`src/rtl/uart_pkg.sv`:
```
// Shared types and frame constants for the UART receive path.
package uart_pkg;

    typedef enum logic [1:0] {
        IDLE  = 2'd0,
        START = 2'd1,
        DATA  = 2'd2,
        STOP  = 2'd3
    } rx_state_e;

    localparam int   DATA_BITS = 8;
    localparam logic STOP_BIT  = 1'b1;

    // Clock cycles per bit period.
    function automatic int cpb(input int clk_hz, input int baud);
        return clk_hz / baud;
    endfunction

endpackage

```
`src/rtl/sync_fifo.sv`:
```
// Single-clock show-ahead FIFO. A push at full is accepted only when a pop
// frees a slot in the same cycle.
module sync_fifo #(
    parameter int WIDTH = 8,
    parameter int DEPTH = 16
) (
    input  logic                     sys_clk,
    input  logic                     sys_rst,
    input  logic                     push,
    input  logic                     pop,
    input  logic [WIDTH-1:0]         din,
    output logic [WIDTH-1:0]         dout,
    output logic                     empty,
    output logic                     full,
    output logic [$clog2(DEPTH):0]   count
);

    localparam int AW = $clog2(DEPTH);
    localparam logic [AW:0] FULL_CNT = (AW+1)'(DEPTH);

    logic [WIDTH-1:0] mem [DEPTH];
    logic [AW-1:0]    wr_ptr;
    logic [AW-1:0]    rd_ptr;
    logic [AW:0]      cnt;
    logic             do_push;
    logic             do_pop;

    assign empty   = (cnt == '0);
    assign full    = (cnt == FULL_CNT);
    assign count   = cnt;
    assign do_pop  = pop & ~empty;
    assign do_push = push & (~full | do_pop);
    assign dout    = empty ? '0 : mem[rd_ptr];

    always_ff @(posedge sys_clk) begin
        if (!sys_rst) begin
            wr_ptr <= '0;
            rd_ptr <= '0;
            cnt    <= '0;
            for (int i = 0; i < DEPTH; i++) begin
                mem[i] <= '0;
            end
        end else begin
            if (do_push) begin
                mem[wr_ptr] <= din;
                wr_ptr      <= wr_ptr + AW'(1);
            end
            if (do_pop) begin
                rd_ptr <= rd_ptr + AW'(1);
            end
            case ({do_push, do_pop})
                2'b10:   cnt <= cnt + (AW+1)'(1);
                2'b01:   cnt <= cnt - (AW+1)'(1);
                default: cnt <= cnt;
            endcase
        end
    end

endmodule

```
`src/rtl/uart_rx_fifo.sv`:
```
// 8N1 UART receiver feeding a small byte FIFO, with sticky framing and
// overrun flags and a level interrupt while data is waiting.
//
// state | meaning
// IDLE  | line idle, waiting for rxs to fall
// START | half-bit wait, then confirm the start bit is still low
// DATA  | sample one data bit per bit period, LSB first
// STOP  | sample the stop bit, push or flag framing error
module uart_rx_fifo
    import uart_pkg::*;
#(
    parameter int CLK_HZ = 50_000_000,
    parameter int BAUD   = 115200,
    parameter int DEPTH  = 16
) (
    input  logic                     sys_clk,
    input  logic                     sys_rst,
    input  logic                     uart_rxd,
    input  logic                     rd_en,
    input  logic                     clr_err,
    output logic [7:0]               rx_data,
    output logic                     rx_empty,
    output logic                     rx_full,
    output logic [$clog2(DEPTH):0]   rx_count,
    output logic                     rx_ferr,
    output logic                     rx_ovr,
    output logic                     rx_irq
);

    localparam int CPB = cpb(CLK_HZ, BAUD);
    localparam int CW  = $clog2(CPB);
    // The IDLE detect and the synchroniser eat two cycles of the half-bit wait.
    localparam logic [CW-1:0] HALF_LOAD = CW'(CPB/2 - 2);
    localparam logic [CW-1:0] BIT_LOAD  = CW'(CPB - 1);
    localparam logic [2:0]    LAST_BIT  = 3'(DATA_BITS - 1);

    logic                  rx_meta;
    logic                  rxs;
    rx_state_e             state;
    rx_state_e             state_nxt;
    logic [CW-1:0]         baud_cnt;
    logic [CW-1:0]         baud_cnt_nxt;
    logic [2:0]            bit_idx;
    logic [2:0]            bit_idx_nxt;
    logic [DATA_BITS-1:0]  shift_reg;
    logic [DATA_BITS-1:0]  shift_reg_nxt;
    logic                  baud_tc;
    logic                  push_req;
    logic                  ferr_evt;
    logic                  ovr_evt;
    logic                  fifo_full;

    always_ff @(posedge sys_clk) begin
        if (!sys_rst) begin
            rx_meta <= 1'b1;
            rxs     <= 1'b1;
        end else begin
            rx_meta <= uart_rxd;
            rxs     <= rx_meta;
        end
    end

    always_ff @(posedge sys_clk) begin
        if (!sys_rst) begin
            state     <= IDLE;
            baud_cnt  <= '0;
            bit_idx   <= '0;
            shift_reg <= '0;
        end else begin
            state     <= state_nxt;
            baud_cnt  <= baud_cnt_nxt;
            bit_idx   <= bit_idx_nxt;
            shift_reg <= shift_reg_nxt;
        end
    end

    assign baud_tc = (baud_cnt == '0);

    always_comb begin
        state_nxt     = state;
        baud_cnt_nxt  = baud_cnt;
        bit_idx_nxt   = bit_idx;
        shift_reg_nxt = shift_reg;
        push_req      = 1'b0;
        ferr_evt      = 1'b0;
        case (state)
            IDLE: begin
                if (!rxs) begin
                    baud_cnt_nxt = HALF_LOAD;
                    state_nxt    = START;
                end
            end
            START: begin
                if (!baud_tc) begin
                    baud_cnt_nxt = baud_cnt - CW'(1);
                end else if (rxs) begin
                    state_nxt = IDLE;
                end else begin
                    baud_cnt_nxt = BIT_LOAD;
                    bit_idx_nxt  = '0;
                    state_nxt    = DATA;
                end
            end
            DATA: begin
                if (!baud_tc) begin
                    baud_cnt_nxt = baud_cnt - CW'(1);
                end else begin
                    baud_cnt_nxt  = BIT_LOAD;
                    shift_reg_nxt = {rxs, shift_reg[DATA_BITS-1:1]};
                    if (bit_idx == LAST_BIT) begin
                        state_nxt = STOP;
                    end else begin
                        bit_idx_nxt = bit_idx + 3'd1;
                    end
                end
            end
            STOP: begin
                if (!baud_tc) begin
                    baud_cnt_nxt = baud_cnt - CW'(1);
                end else begin
                    // Return without waiting out the stop bit so back-to-back frames align.
                    state_nxt = IDLE;
                    if (rxs == STOP_BIT) begin
                        push_req = 1'b1;
                    end else begin
                        ferr_evt = 1'b1;
                    end
                end
            end
            default: state_nxt = IDLE;
        endcase
    end

    // A full FIFO is never empty, so rd_en always frees a slot here.
    assign ovr_evt = push_req & fifo_full & ~rd_en;

    always_ff @(posedge sys_clk) begin
        if (!sys_rst) begin
            rx_ferr <= 1'b0;
            rx_ovr  <= 1'b0;
        end else begin
            if (ferr_evt) begin
                rx_ferr <= 1'b1;
            end else if (clr_err) begin
                rx_ferr <= 1'b0;
            end
            if (ovr_evt) begin
                rx_ovr <= 1'b1;
            end else if (clr_err) begin
                rx_ovr <= 1'b0;
            end
        end
    end

    sync_fifo #(
        .WIDTH (DATA_BITS),
        .DEPTH (DEPTH)
    ) u_fifo (
        .sys_clk (sys_clk),
        .sys_rst (sys_rst),
        .push    (push_req),
        .pop     (rd_en),
        .din     (shift_reg),
        .dout    (rx_data),
        .empty   (rx_empty),
        .full    (fifo_full),
        .count   (rx_count)
    );

    assign rx_full = fifo_full;
    assign rx_irq  = ~rx_empty;

endmodule

```
`config.mk`:
```
export PLATFORM = sky130hd
export DESIGN_NAME = uart_rx_fifo
export DESIGN_NICKNAME = d
export VERILOG_FILES = /design/src/rtl/uart_pkg.sv /design/src/rtl/sync_fifo.sv /design/src/rtl/uart_rx_fifo.sv
export SDC_FILE = /design/constraint.sdc
export NUM_CORES = 1
export LEC_CHECK = 0
export ABC_CLOCK_PERIOD_IN_PS = 4200
export CAP_MARGIN = 30
export CORE_ASPECT_RATIO = 0.75
export CORE_MARGIN = 1.5
export CORE_UTILIZATION = 60
export DETAILED_ROUTE_END_ITERATION = 16
export PLACE_DENSITY_LB_ADDON = 0.2
export SLEW_MARGIN = 40
export SYNTH_ARGS = -nofsm -noshare
export SYNTH_HDL_FRONTEND = slang
export SYNTH_HIERARCHICAL = 1
export SYNTH_SLANG_ARGS = --single-unit
export TNS_END_PERCENT = 1
```
`constraint.sdc`:
```
create_clock -name sys_clk -period 4.2 [get_ports sys_clk]
set_input_delay 0.42 -clock sys_clk [delete_from_list [all_inputs] [get_ports sys_clk]]
set_output_delay 0.42 -clock sys_clk [all_outputs]
set_load 0.02 [all_outputs]
```
**Run 1: nets reached from selected ports**

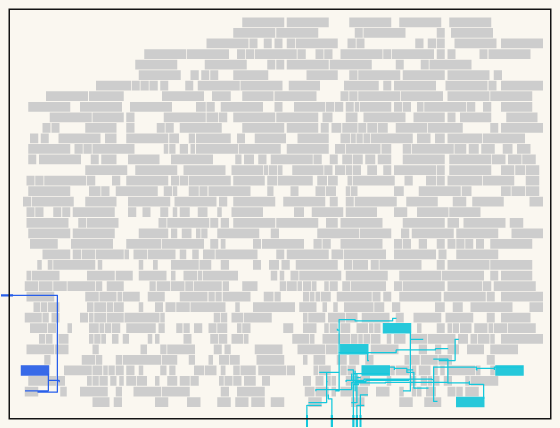
Blue shows rx_ferr, direction output, edge left, end cells 1, wire 55.3 um. Cyan shows rx_count, direction output, edge bottom, end cells 5, wire 331 um.

**Run 1: where the registers sit**

Other sequential cells in the stronger gray, the rest of the logic in the fainter gray.
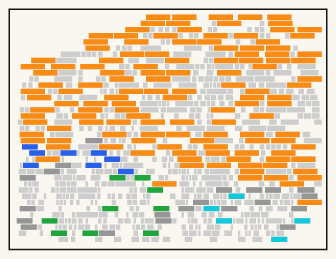
Blue shows shift_reg, flops 8, where middle left. Orange shows u_fifo/mem, flops 128. Green shows baud_cnt, flops 9. Cyan shows u_fifo/count, flops 5.
Another 21 sequential cells are not colored.

**Run 1: placement view**

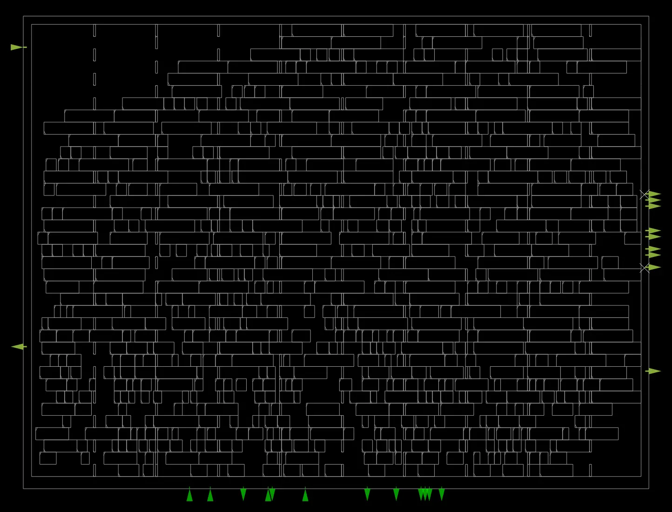
Layout Cells excl Fill: 879
core area: 13660 um^2

==> flow_metrics.env, run 1 <==
# yosys + openroad results
export IMPL_utilization_pct=68.57
export IMPL_crit_path_end="rx_data[0]"
export IMPL_drt_total_wl_mm=19.15
export IMPL_grt_total_usage_pct=27.76
export IMPL_postPlaceCellArea_um2=8795
export IMPL_relSlewSlack_pct=38.37
export IMPL_setup_ws_ps=774.0
export IMPL_pwr_share_seq_pct=48.9
export IMPL_top_area_share_pct=46.00
export IMPL_min_period_ps=3426
export IMPL_comb_area_um2=3412
export IMPL_ff_count=171
export IMPL_largest_reg_flops=128
export IMPL_ys_sh_mux_pct=11.50
export IMPL_xor_share_pct=0.4193
export IMPL_rows=37
export IMPL_portBuffers=22
export IMPL_violations="design-rule violations"
export IMPL_postCtsHoldBufs=0
export IMPL_crit_family="buffers and inverters"
export IMPL_path_common_cell="a211oi_1"
export IMPL_r2r_slack_ps=830
export IMPL_clk_pin_slew_ps=70
export IMPL_io_pins=23
export IMPL_comb_area_share_pct=36.44
export IMPL_synth_top_cell_by_area="edfxtp_1"
export IMPL_fin_nets=713
export IMPL_top_power_group="sequential cells"
export IMPL_syn_inst=664
export IMPL_clk_share_pct=6.040
export IMPL_die_area_um2=14650
export IMPL_power_mw=3.967
export IMPL_inverters_excl_clock=18
export IMPL_biggestCellCategory="flip-flops and latches"
export IMPL_area_growth_syn_to_layout_pct=12.07
export IMPL_rsz0062_at_grt="false"
export IMPL_post_route_drc_count=2
export IMPL_leakagePower_nw=3.373
export IMPL_peakVddDrop_uv=289.2
export IMPL_flop_area_um2=4707
export IMPL_outcome="complete, but fails checks"
export IMPL_grt_pass1_vias=5379
export IMPL_die_w_um=139.3
export IMPL_hp_start="rx_meta"
export IMPL_min_path_type="reg2reg"
export IMPL_gr_total_overflow=0
export IMPL_ys_seq_share_pct=56.30
export IMPL_power_frac_comb_pct=12.9
export IMPL_cts_buffers=17
export IMPL_path_max_fanout=15
## run 1: layer usage
| metal | part of all wire, % | wire length (um) | vias up |
|---|---|---|---|
| li1 | - | - | 2514 |
| met2 | 45 | 8672 | 234 |
| met4 | 0.89 | 170 | 0 |
| met3 | 8.4 | 1614 | 14 |
| met1 | 45 | 8688 | 2837 |
| met5 | 0 | 0 | - |
## run 1: synth_stat cells, types with 7 or more instances
library cell,instances
nor3_1,11
o21ai_0,29
nand3_1,8
dfxtp_1,43
nor2b_1,14
nand2b_1,8
and2_1,129
ha_1,16
a211oi_1,18
mux2i_1,24
o211ai_1,7
edfxtp_1,128
nor2_1,46
mux4_2,32
nand2_1,16
a21oi_1,14
clkbuf_1,23
inv_1,16
buf_2,7
==> inputs of run 2 (changes only) <==
--- a/config.mk
+++ b/config.mk
@@ -5,7 +5,7 @@
 export SDC_FILE = /design/constraint.sdc
 export NUM_CORES = 1
 export LEC_CHECK = 0
-export ABC_CLOCK_PERIOD_IN_PS = 4200
+export ABC_CLOCK_PERIOD_IN_PS = 3550
 export CAP_MARGIN = 30
 export CORE_ASPECT_RATIO = 0.75
 export CORE_MARGIN = 1.5
==> constraint.sdc (replaced) <==
create_clock -name sys_clk -period 3.55 [get_ports sys_clk]
set_input_delay 0.355 -clock sys_clk [delete_from_list [all_inputs] [get_ports sys_clk]]
set_output_delay 0.355 -clock sys_clk [all_outputs]
set_load 0.02 [all_outputs]
**Run 2: placement view**

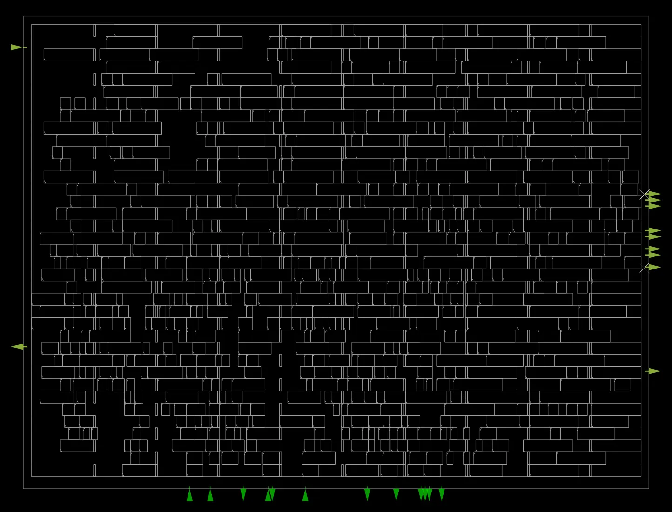
final core occ: 69.04%
Layout Cells excl Fill: 883
flop share of the area: 49.91%

**Run 2: where the registers sit**

Other sequential cells in the stronger gray, the rest of the logic in the fainter gray.
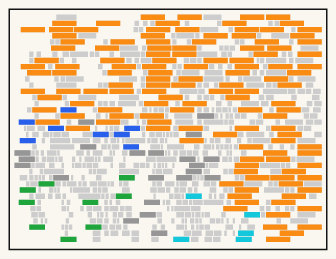
Blue shows shift_reg, flops 8, where middle left. Cyan shows u_fifo/count, flops 5, where lower right. Orange shows u_fifo/mem, flops 128, where spread over the die. Green shows baud_cnt, flops 9, where lower left.

==> flow_metrics.env, run 2 <==
# yosys + openroad results
export IMPL_clockBufferDepth=2
export IMPL_post_route_drc_count=2
export IMPL_report_final_hold_viol_count=0
export IMPL_power_mw=4.765
export IMPL_endpoint_kind="output port"
export IMPL_firstDrtPassIters=11
export IMPL_synth_top_cell_by_area="edfxtp_1"
export IMPL_timing_hold_ws_ps=429.7
export IMPL_top_layer_used="met4"
export IMPL_die_w_um=139.3
export IMPL_min_path_type="reg2reg"
export IMPL_rsz0062_at_grt="false"
export IMPL_path_max_fanout=10
export IMPL_path_common_cell="a211oi_1"
export IMPL_top_area_share_pct=46.00
export IMPL_dp_hpwl_mm=12.21
export IMPL_violations="design-rule violations"
export IMPL_peakVddDrop_uv=369.4
export IMPL_wl_met2_mm=8.836
export IMPL_power_frac_clock_pct=39.2
export IMPL_path_cells="buf_4, mux4_2, a211oi_1, a211oi_1, clkdlybuf4s50_1"
export IMPL_drt_iter0_drc=398
export IMPL_warning_count=33
export IMPL_use_met2_pct=42.75
export IMPL_outcome="complete, but fails checks"
export IMPL_hp_start="rx_meta"
export IMPL_clk_latency_ps=440
export IMPL_p_per_area_nw_per_um2=505.4
export IMPL_drt_total_wl_mm=18.15
export IMPL_setup_ws_ps=280.5
export IMPL_ys_seq_share_pct=56.30
export IMPL_syn_inst=664
export IMPL_pg_clk_mw=1.87
export IMPL_area_growth_syn_to_layout_pct=12.85
export IMPL_grt_pass1_wl_mm=28.19
export IMPL_syn_num_nets=686
export IMPL_leakagePower_nw=3.389
export IMPL_grt_pass1_vias=5283
export IMPL_cts_sinks=171
export IMPL_avgSynthCellArea_um2=12.58
export IMPL_antenna_left=0
export IMPL_routed_wl_met3_um=886
export IMPL_synth_seq_cells=171
export IMPL_postCtsHoldBufs=0
export IMPL_top_cells_by_area="edfxtp_1, dfxtp_1, and2_1, mux4_2, mux2i_1"
export IMPL_setup_tns_final_ps=0
export IMPL_postPlaceCellArea_um2=8825
export IMPL_switching_share_pct=26.28
export IMPL_min_period_ps=3270
export IMPL_post_cts_setup_buffers=0
export IMPL_layout_top_cell="and2_1"
export IMPL_clk_pin_slew_ps=60
export IMPL_final_cell_mix="and2_1, edfxtp_1, nor2_1, dfxtp_1, mux4_2"
export IMPL_gr_total_overflow=0
export IMPL_ys_warn_count=6
export IMPL_slowest_stage="mux4_2"
export IMPL_die_area_um2=14650
export IMPL_slew_violations=0
export IMPL_synth_most_common_cell="and2_1"
export IMPL_cts_buffers=17
export IMPL_top_power_group="sequential cells"
export IMPL_worstReg2RegStart="baud_cnt[0]"
export IMPL_synth_cell_types=56
export IMPL_max_stage_delay_ps=580
export IMPL_place_inst=851
export IMPL_io_pins=23
export IMPL_syn_area_um2=8356
export IMPL_relSlewSlack_pct=52.10
export IMPL_rows=37
export IMPL_dp_slack_ps=453.7
export IMPL_top_cells_by_count="and2_1, edfxtp_1, nor2_1"
export IMPL_yosysChipArea_um2=8356
export IMPL_grt_total_usage_pct=26.06
export IMPL_critical_path_arrival_ps=2910
export IMPL_grtUsageMet3_pct=5.362
export IMPL_wl_met1_mm=8.139
export IMPL_core_um2=13660
export IMPL_portBuffers=22
export IMPL_timing_fmax_mhz=305.9
export IMPL_crit_family="buffers and inverters"
export IMPL_fin_nets=717
export IMPL_ctsHtreeMaxLevel=4
export IMPL_largest_reg_flops=128
export IMPL_criticalPathCategory="reg2out"
export IMPL_pwr_share_seq_pct=48.1
export IMPL_power_frac_comb_pct=12.7
-- run 2: final timing paths --
path | endpoint | slack, ps | cells after the start
hold reg to reg | rxs | 430 | 1
setup reg to reg | u_fifo/count[4] | 400 | 12
setup / recovery | rx_data[2] | 280 | 5
hold / removal | rxs | 430 | 1
-- run 2: cell families after synthesis --
logic type	synth area share [%]
and+or+nand+nor	17.31
DFF	56.30
AOI/OAI and AO/OA	8.940
muxes	11.50
buffers and inverters	2.890
adders and majority gates	2.636
xor gates and xnor gates	0.4194
-- run 2: layout make-up --
cell class	instances	area [um^2]
Multi-Input combinational cell	438	3415
Sequential cell	171	4706
Clock inverter	12	142.6
Inverter	18	67.56
Timing Repair Buffer	49	422.9
Clock buffer	20	456.7
Fill cell	945	4228
Tap cell	175	219.0
